### config.mk
export PLATFORM = sky130hd
export DESIGN_NAME = ofdm_tx_cp_insert
export DESIGN_NICKNAME = d
export VERILOG_FILES = /design/src/rtl/ofdm_tx_pkg.sv /design/src/rtl/ofdm_tx_cp_insert_ram.sv /design/src/rtl/ofdm_tx_cp_insert.sv
export SDC_FILE = /design/constraint.sdc
export NUM_CORES = 2
export LEC_CHECK = 0
export ABC_CLOCK_PERIOD_IN_PS = 5800
export CORE_MARGIN = 2
export CORE_UTILIZATION = 45
export CTS_CLUSTER_SIZE = 16
export DETAILED_ROUTE_END_ITERATION = 6
export PLACE_DENSITY_LB_ADDON = 0.12
export SLEW_MARGIN = 5
export SYNTH_ARGS = -nofsm -noshare
export SYNTH_HDL_FRONTEND = slang
export SYNTH_SLANG_ARGS = --single-unit
### constraint.sdc
create_clock -name clk -period 5.8 [get_ports clk]
set_input_delay 0.58 -clock clk [delete_from_list [all_inputs] [get_ports clk]]
set_output_delay 0.58 -clock clk [all_outputs]
set_load 0.05 [all_outputs]
### src/rtl/ofdm_tx_pkg.sv
// rtl/ofdm_tx_pkg.sv - shared defaults, read FSM encoding and address-width helper for the CP inserter
package ofdm_tx_pkg;

    localparam int N_FFT_DEF  = 64;
    localparam int CP_LEN_DEF = 16;
    localparam int DW_DEF     = 16;

    typedef enum logic [1:0] {
        RD_IDLE = 2'd0,
        RD_CP   = 2'd1,
        RD_BODY = 2'd2
    } rd_state_e;

    // Sample-index width inside one bank; the bank bit is appended on top of this.
    function automatic int addr_width(input int n);
        return (n > 1) ? $clog2(n) : 1;
    endfunction

endpackage

### src/rtl/ofdm_tx_cp_insert_ram.sv
// rtl/ofdm_tx_cp_insert_ram.sv - two-bank symbol RAM, one write port, one registered read port
module tx_sym_bank_ram
    import ofdm_tx_pkg::*;
#(
    parameter int AW    = addr_width(N_FFT_DEF) + 1,
    parameter int WIDTH = 2 * DW_DEF
) (
    input  logic             clk,
    input  logic             we,
    input  logic [AW-1:0]    waddr,
    input  logic [WIDTH-1:0] wdata,
    input  logic             re,
    input  logic [AW-1:0]    raddr,
    output logic [WIDTH-1:0] rdata
);

    logic [WIDTH-1:0] mem [0:(1<<AW)-1];
    logic [WIDTH-1:0] rdata_q;

    // Sample storage, addressed as {bank, index}.
    always_ff @(posedge clk) begin
        if (we) begin
            mem[waddr] <= wdata;
        end
    end

    // Registered read; a same-address write is forwarded so an early read of the newest sample is safe.
    always_ff @(posedge clk) begin
        if (re) begin
            rdata_q <= (we && (waddr == raddr)) ? wdata : mem[raddr];
        end
    end

    assign rdata = rdata_q;

endmodule

### src/rtl/ofdm_tx_cp_insert.sv
// rtl/ofdm_tx_cp_insert.sv - ping-pong buffered cyclic-prefix inserter between IFFT and DAC path
module ofdm_tx_cp_insert
    import ofdm_tx_pkg::*;
#(
    parameter int N_FFT  = N_FFT_DEF,
    parameter int CP_LEN = CP_LEN_DEF,
    parameter int DW     = DW_DEF
) (
    input  logic            clk,
    input  logic            rst_n,
    input  logic            s_valid,
    output logic            s_ready,
    input  logic [2*DW-1:0] s_data,
    input  logic            s_last,
    output logic            m_valid,
    input  logic            m_ready,
    output logic [2*DW-1:0] m_data,
    output logic            m_sop,
    output logic            m_eop,
    output logic            sym_err
);

    localparam int AW = addr_width(N_FFT);
    localparam logic [AW-1:0] ONE     = AW'(1);
    localparam logic [AW-1:0] LAST    = AW'(N_FFT - 1);
    localparam logic [AW-1:0] CP_LAST = AW'(CP_LEN - 1);
    localparam logic [AW-1:0] CP_BASE = AW'(N_FFT - CP_LEN);

    logic [1:0]      full_q, full_d, wr_set, rd_clr;
    logic            wbank_q, wbank_d, rbank_q, rbank_d;
    logic [AW-1:0]   wcnt_q, wcnt_d, rcnt_q, rcnt_d, raddr_lo;
    logic            sym_err_q, sym_err_d;
    rd_state_e       state_q, state_d;
    logic            accept, wr_done_now, rd_active, rd_fire, can_issue, pop, out_free;
    logic            issue_sop, issue_eop;
    logic [1:0]      occ;
    logic            ram_vld_q, ram_vld_d, ram_sop_q, ram_sop_d, ram_eop_q, ram_eop_d;
    logic            skid_v_q, skid_v_d, skid_sop_q, skid_sop_d, skid_eop_q, skid_eop_d;
    logic [2*DW-1:0] skid_data_q, skid_data_d, ram_rdata;
    logic            m_valid_q, m_valid_d, m_sop_q, m_sop_d, m_eop_q, m_eop_d;
    logic [2*DW-1:0] m_data_q, m_data_d;

    assign s_ready = ~full_q[wbank_q];
    assign accept  = s_valid & s_ready;

    // Write side: fill the current bank, close it on sample N_FFT-1, drop it on an early s_last.
    always_comb begin
        wbank_d   = wbank_q;
        wcnt_d    = wcnt_q;
        sym_err_d = 1'b0;
        wr_set    = 2'b00;
        if (accept) begin
            if (wcnt_q == LAST) begin
                wr_set[wbank_q] = 1'b1;
                wbank_d         = ~wbank_q;
                wcnt_d          = '0;
                sym_err_d       = ~s_last;
            end else if (s_last) begin
                wcnt_d    = '0;
                sym_err_d = 1'b1;
            end else begin
                wcnt_d = wcnt_q + ONE;
            end
        end
    end

    // Bank completing this cycle into the idle read bank may be read at once (its CP region is already written).
    assign wr_done_now = accept && (wcnt_q == LAST) && (wbank_q == rbank_q) && (state_q == RD_IDLE);
    assign rd_active   = (state_q != RD_IDLE) || full_q[rbank_q] || wr_done_now;

    // Output slots (output reg + skid) minus what leaves this cycle must leave room for the read in flight.
    assign pop       = m_valid_q & m_ready;
    assign out_free  = ~m_valid_q | m_ready;
    assign occ       = {1'b0, m_valid_q} + {1'b0, skid_v_q} + {1'b0, ram_vld_q};
    assign can_issue = (occ - {1'b0, pop}) < 2'd2;
    assign rd_fire   = rd_active & can_issue;

    // Read sequencer: CP indices N_FFT-CP_LEN..N_FFT-1, then body 0..N_FFT-1, release bank on the last read.
    always_comb begin
        state_d   = state_q;
        rbank_d   = rbank_q;
        rcnt_d    = rcnt_q;
        rd_clr    = 2'b00;
        issue_sop = 1'b0;
        issue_eop = 1'b0;
        raddr_lo  = (state_q == RD_BODY) ? rcnt_q : (CP_BASE + rcnt_q);
        if (rd_fire) begin
            if (state_q != RD_BODY) begin
                issue_sop = (rcnt_q == '0);
                if (rcnt_q == CP_LAST) begin
                    state_d = RD_BODY;
                    rcnt_d  = '0;
                end else begin
                    state_d = RD_CP;
                    rcnt_d  = rcnt_q + ONE;
                end
            end else if (rcnt_q == LAST) begin
                issue_eop       = 1'b1;
                rd_clr[rbank_q] = 1'b1;
                rbank_d         = ~rbank_q;
                rcnt_d          = '0;
                state_d         = full_q[~rbank_q] ? RD_CP : RD_IDLE;
            end else begin
                rcnt_d = rcnt_q + ONE;
            end
        end
    end

    assign full_d = (full_q | wr_set) & ~rd_clr;

    // Output stage: oldest data first (skid before fresh RAM data); stalled data parks in the skid.
    always_comb begin
        ram_vld_d   = rd_fire;
        ram_sop_d   = issue_sop;
        ram_eop_d   = issue_eop;
        skid_v_d    = skid_v_q;
        skid_data_d = skid_data_q;
        skid_sop_d  = skid_sop_q;
        skid_eop_d  = skid_eop_q;
        m_valid_d   = m_valid_q;
        m_data_d    = m_data_q;
        m_sop_d     = m_sop_q;
        m_eop_d     = m_eop_q;
        if (out_free) begin
            if (skid_v_q) begin
                m_valid_d   = 1'b1;
                m_data_d    = skid_data_q;
                m_sop_d     = skid_sop_q;
                m_eop_d     = skid_eop_q;
                skid_v_d    = ram_vld_q;
                skid_data_d = ram_rdata;
                skid_sop_d  = ram_sop_q;
                skid_eop_d  = ram_eop_q;
            end else if (ram_vld_q) begin
                m_valid_d = 1'b1;
                m_data_d  = ram_rdata;
                m_sop_d   = ram_sop_q;
                m_eop_d   = ram_eop_q;
            end else begin
                m_valid_d = 1'b0;
                m_sop_d   = 1'b0;
                m_eop_d   = 1'b0;
            end
        end else if (ram_vld_q) begin
            skid_v_d    = 1'b1;
            skid_data_d = ram_rdata;
            skid_sop_d  = ram_sop_q;
            skid_eop_d  = ram_eop_q;
        end
    end

    // State registers; reset discards everything buffered or in flight.
    always_ff @(posedge clk) begin
        if (!rst_n) begin
            full_q      <= 2'b00;
            wbank_q     <= 1'b0;
            wcnt_q      <= '0;
            sym_err_q   <= 1'b0;
            state_q     <= RD_IDLE;
            rbank_q     <= 1'b0;
            rcnt_q      <= '0;
            ram_vld_q   <= 1'b0;
            ram_sop_q   <= 1'b0;
            ram_eop_q   <= 1'b0;
            skid_v_q    <= 1'b0;
            skid_data_q <= '0;
            skid_sop_q  <= 1'b0;
            skid_eop_q  <= 1'b0;
            m_valid_q   <= 1'b0;
            m_data_q    <= '0;
            m_sop_q     <= 1'b0;
            m_eop_q     <= 1'b0;
        end else begin
            full_q      <= full_d;
            wbank_q     <= wbank_d;
            wcnt_q      <= wcnt_d;
            sym_err_q   <= sym_err_d;
            state_q     <= state_d;
            rbank_q     <= rbank_d;
            rcnt_q      <= rcnt_d;
            ram_vld_q   <= ram_vld_d;
            ram_sop_q   <= ram_sop_d;
            ram_eop_q   <= ram_eop_d;
            skid_v_q    <= skid_v_d;
            skid_data_q <= skid_data_d;
            skid_sop_q  <= skid_sop_d;
            skid_eop_q  <= skid_eop_d;
            m_valid_q   <= m_valid_d;
            m_data_q    <= m_data_d;
            m_sop_q     <= m_sop_d;
            m_eop_q     <= m_eop_d;
        end
    end

    tx_sym_bank_ram #(
        .AW    (AW + 1),
        .WIDTH (2 * DW)
    ) u_ram (
        .clk   (clk),
        .we    (accept),
        .waddr ({wbank_q, wcnt_q}),
        .wdata (s_data),
        .re    (rd_fire),
        .raddr ({rbank_q, raddr_lo}),
        .rdata (ram_rdata)
    );

    assign m_valid = m_valid_q;
    assign m_data  = m_data_q;
    assign m_sop   = m_sop_q;
    assign m_eop   = m_eop_q;
    assign sym_err = sym_err_q;

endmodule
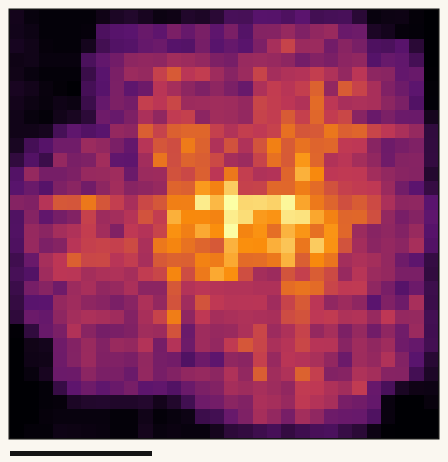
Figure 1: wiring heat map.
Scale bar: 200 um. 30 x 30 tiles, from black (low) to pale yellow (high), scaled to the fullest tile. Values are wire area over tile area, all layers added.
nearly empty tiles: 6.4%
tiles over half the peak: 25%
fullest tile: 0.61
densest ninth of the die: center
mean over tiles: 0.23

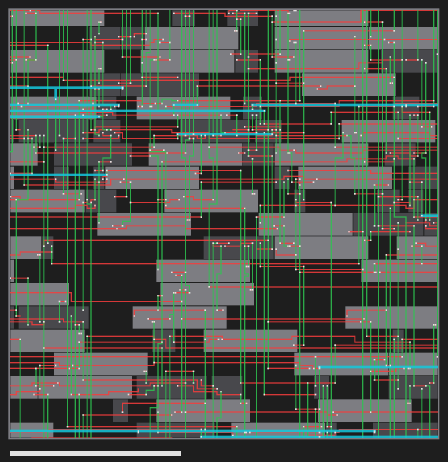
Figure 2: zoomed window.
Scale bar: 20 um. Region (126, 126) to (176, 176) um. Cells in gray, sequential cells in the stronger gray; small squares are vias.
legend:
  green:
    layer: M2
  red:
    layer: M1
  cyan:
    layer: M3
most frequent: edfxtp_1 (36), mux4_2 (8), mux2i_1 (7)
cells with their middle in the window: 75
netlist names of flops here include: `u_ram.mem` (36)
sequential cells in the window: 36

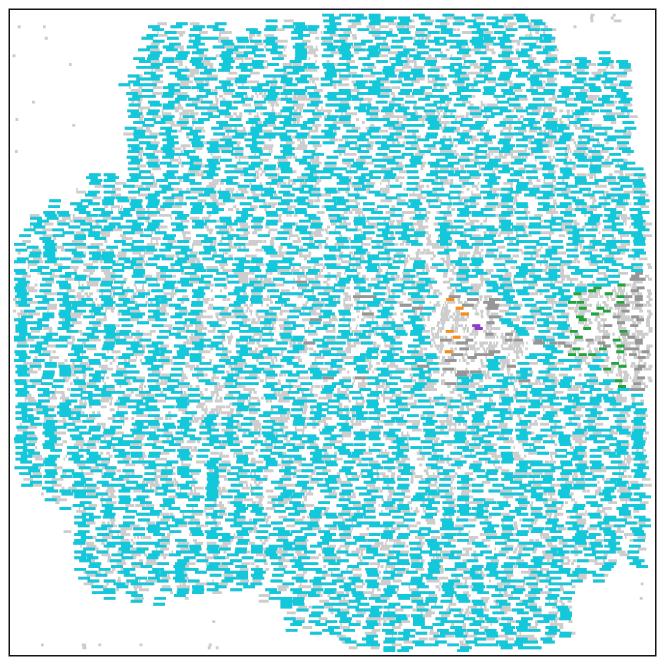
Figure 3: register map, names as in the netlist.
legend:
  green:
    netlist_name: `skid_data_q`
    sequential_cells: 32
    where: middle right
  cyan:
    netlist_name: `u_ram.mem`
    sequential_cells: 4096
    where: all over the die
  orange:
    netlist_name: `wcnt_q`
    sequential_cells: 6
  purple:
    netlist_name: `full_q`
    sequential_cells: 2

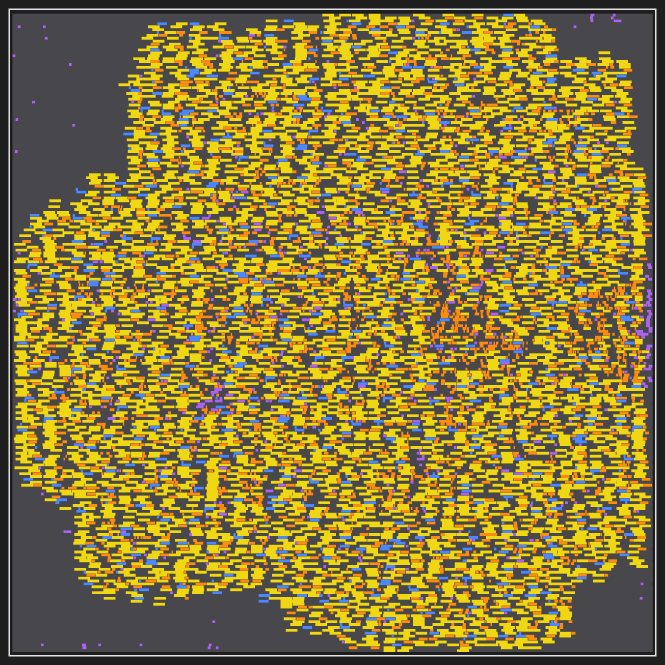
Figure 4: placement by cell class.
Fill, decap, tap and diode cells in gray.
legend:
  yellow:
    class: registers
    cells: 4220
    share_of_their_area: 70%
  orange:
    class: remaining logic cells
    cells: 3108
    share_of_their_area: 19%
  purple:
    class: remaining buffers and delay cells
    cells: 497
    share_of_their_area: 2.5%
  blue:
    class: clock drivers and dummy loads
    cells: 798
    share_of_their_area: 7.8%

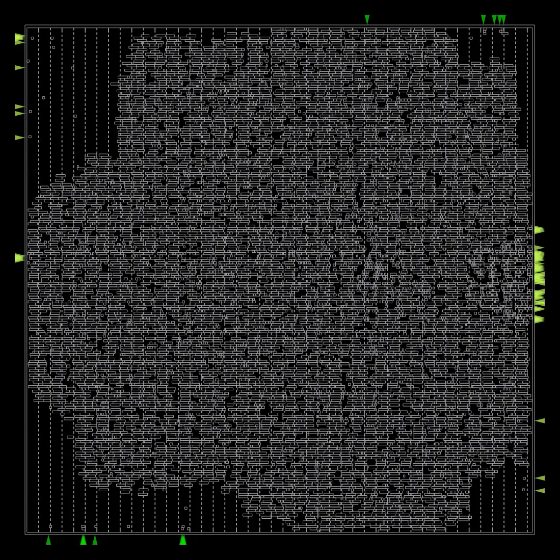
Figure 5: cell outlines without signal wires.
flop share of the area: 68.0%
Final Util: 51.6%
non-filler cells, final: 13400
FILL cells: 28400

==> reports/metrics.yaml <==
status: "complete, no violations"
p_leak_nw: 55.8
grt_max_degree: 130
grt_setup_unrepaired: "false"
ys_ff: 4220
clock_skew_ns: 0.0820
rows: 220
ff_type: "edfxtp_1"
hp-class: "primary input to flip-flop"
drcViolationCount: 0
clkTransAtPathRegs_ns: 0.06
topCellsByArea: "edfxtp_1 (76%), mux4_2 (10%), mux2i_1 (4.4%)"
cp-start-kind: "flip-flop"
cp.arrival_ns: 5.80
synth-cells-yosys: 7803
placed_cell_area_um2: 171000
crit_path_top_delay_cell: "dfxtp_4"
power_density_nw_per_um2: 410
grt_use_total_pct: 27.3
drive_gt1_share_pct: 23.0
wl_per_cell_um: 37.5
dp_hpwl_um: 301000
top_area_share_pct: 76.4
antenna_found_initial: 41
r2r_start: "rcnt_q[0]"
cp_top_family: "AND-OR/OR-AND gates"
grt_pass1_vias: 82600
top_logic_kind: "multiplexers"
fin_setup_tns_ns: 0
crit_start: "rcnt_q[0]"
die_area_um2: 365000
postRouteAntennaNets: 0
hold_viol_final: 0
crit_chain: "buf_4 > nand3b_1 > buf_12 > buf_4 > o22ai_1 > or4_1 > a221oi_1 > a211oi_1 > o22ai_1 > o21ai_0"
common_cells: "edfxtp_1 (4128), mux2i_1 (721), mux4_2 (717), o22ai_1 (264), nand2_1 (263)"
syn_to_final_growth_pct: 14.0
hp-start: "rst_n"
drt-pass1-iter-count: 6
cts_tree: "yes"
design_area_um2: 185000
synth-simple-area-share_pct: 1.75
enable_flop_cells: 4128
aoi_share_pct: 4.12
vias: 84000
cts_root_buf: "clkbuf_16"
vdd_drop_max_mv: 0.315
ys_area_um2: 162000
dp.cells: 12600
syn_nets: 7847
setup_viol: 0
cts_made_buffers: 436
final_nets: 8307
htreeDepth: 5
finalWorstSetupSlack_ns: 0.737
post_cts_resized: 0
drt_iter0_drc: 11400
cts_sinks: 4220
crit_fanout: 39
hold_slack_ns: 0.0673
crit_type: "flip-flop to flip-flop"
postSynthSeqShare_pct: 77.5
## cells in the final DEF (no fill, tap or decap), drive strengths merged, types with 11 or more instances in the layout
cell type,count
edfxtp,4128
o22ai,264
clkinv,195
and2,11
dfxtp,92
a22o,27
diode,12
a31oi,26
nand3,44
o211a,33
mux4,719
a2111oi,47
o221ai,50
nor3,40
a22oi,107
a21oi,81
nor4,11
inv,21
xnor2,15
o21ai,57
clkbuf,548
mux2,30
a211o,20
buf,454
nand2,263
clkdlybuf4s50,40
a211oi,107
mux2i,721
nand4,13
bufinv,34
nor2b,22
a21boi,46
nor2,231
## layer usage
layer / up-vias / track usage [%] / wire length (um)
met2: 3961 / 42.2 / 231000
met1: 45700 / 39.1 / 208000
met5: - / 0 / 141
li1: 33600 / - / -
met3: 751 / 5.33 / 45000
met4: 20 / 8.77 / 18900
## power by group
part	leakage, nW	switching, mW	internal, mW
logic	11.2	8.73	5.45
clock network	6.77	11.9	15.5
registers	37.9	0.452	33.8
total	55.8	21.1	54.8
## state kept, by name, indices dropped and copies added (netlist names), 2 cells and up
| register | cells |
|---|---|
| wcnt_q | 6 |
| u_ram.rdata | 32 |
| u_ram.mem | 4096 |
| full_q | 2 |
| skid_data_q | 32 |
| rcnt_q | 6 |
| m_data | 32 |
| state_q | 2 |
## final timing paths
kind	slack, ns	to	cells after the start
max	0.74	u_ram.rdata[23]	10
min	0.07	m_data[0]	2
max reg2reg	0.74	u_ram.rdata[23]	10
min reg2reg	0.46	skid_data_q[19]	2
## area by class of cell
type                            instances  area (um2)
Clock inverter                        250        2410
Tap cell                             4773        5970
Clock buffer                          548       11500
Antenna cell                           12        30.0
Timing Repair Buffer                  497        4550
Fill cell                           28400      174000
Sequential cell                      4220      126000
Inverter                               10        37.5
Multi-Input combinational cell       3098       34800
Power and IR drop assume default switching activity.
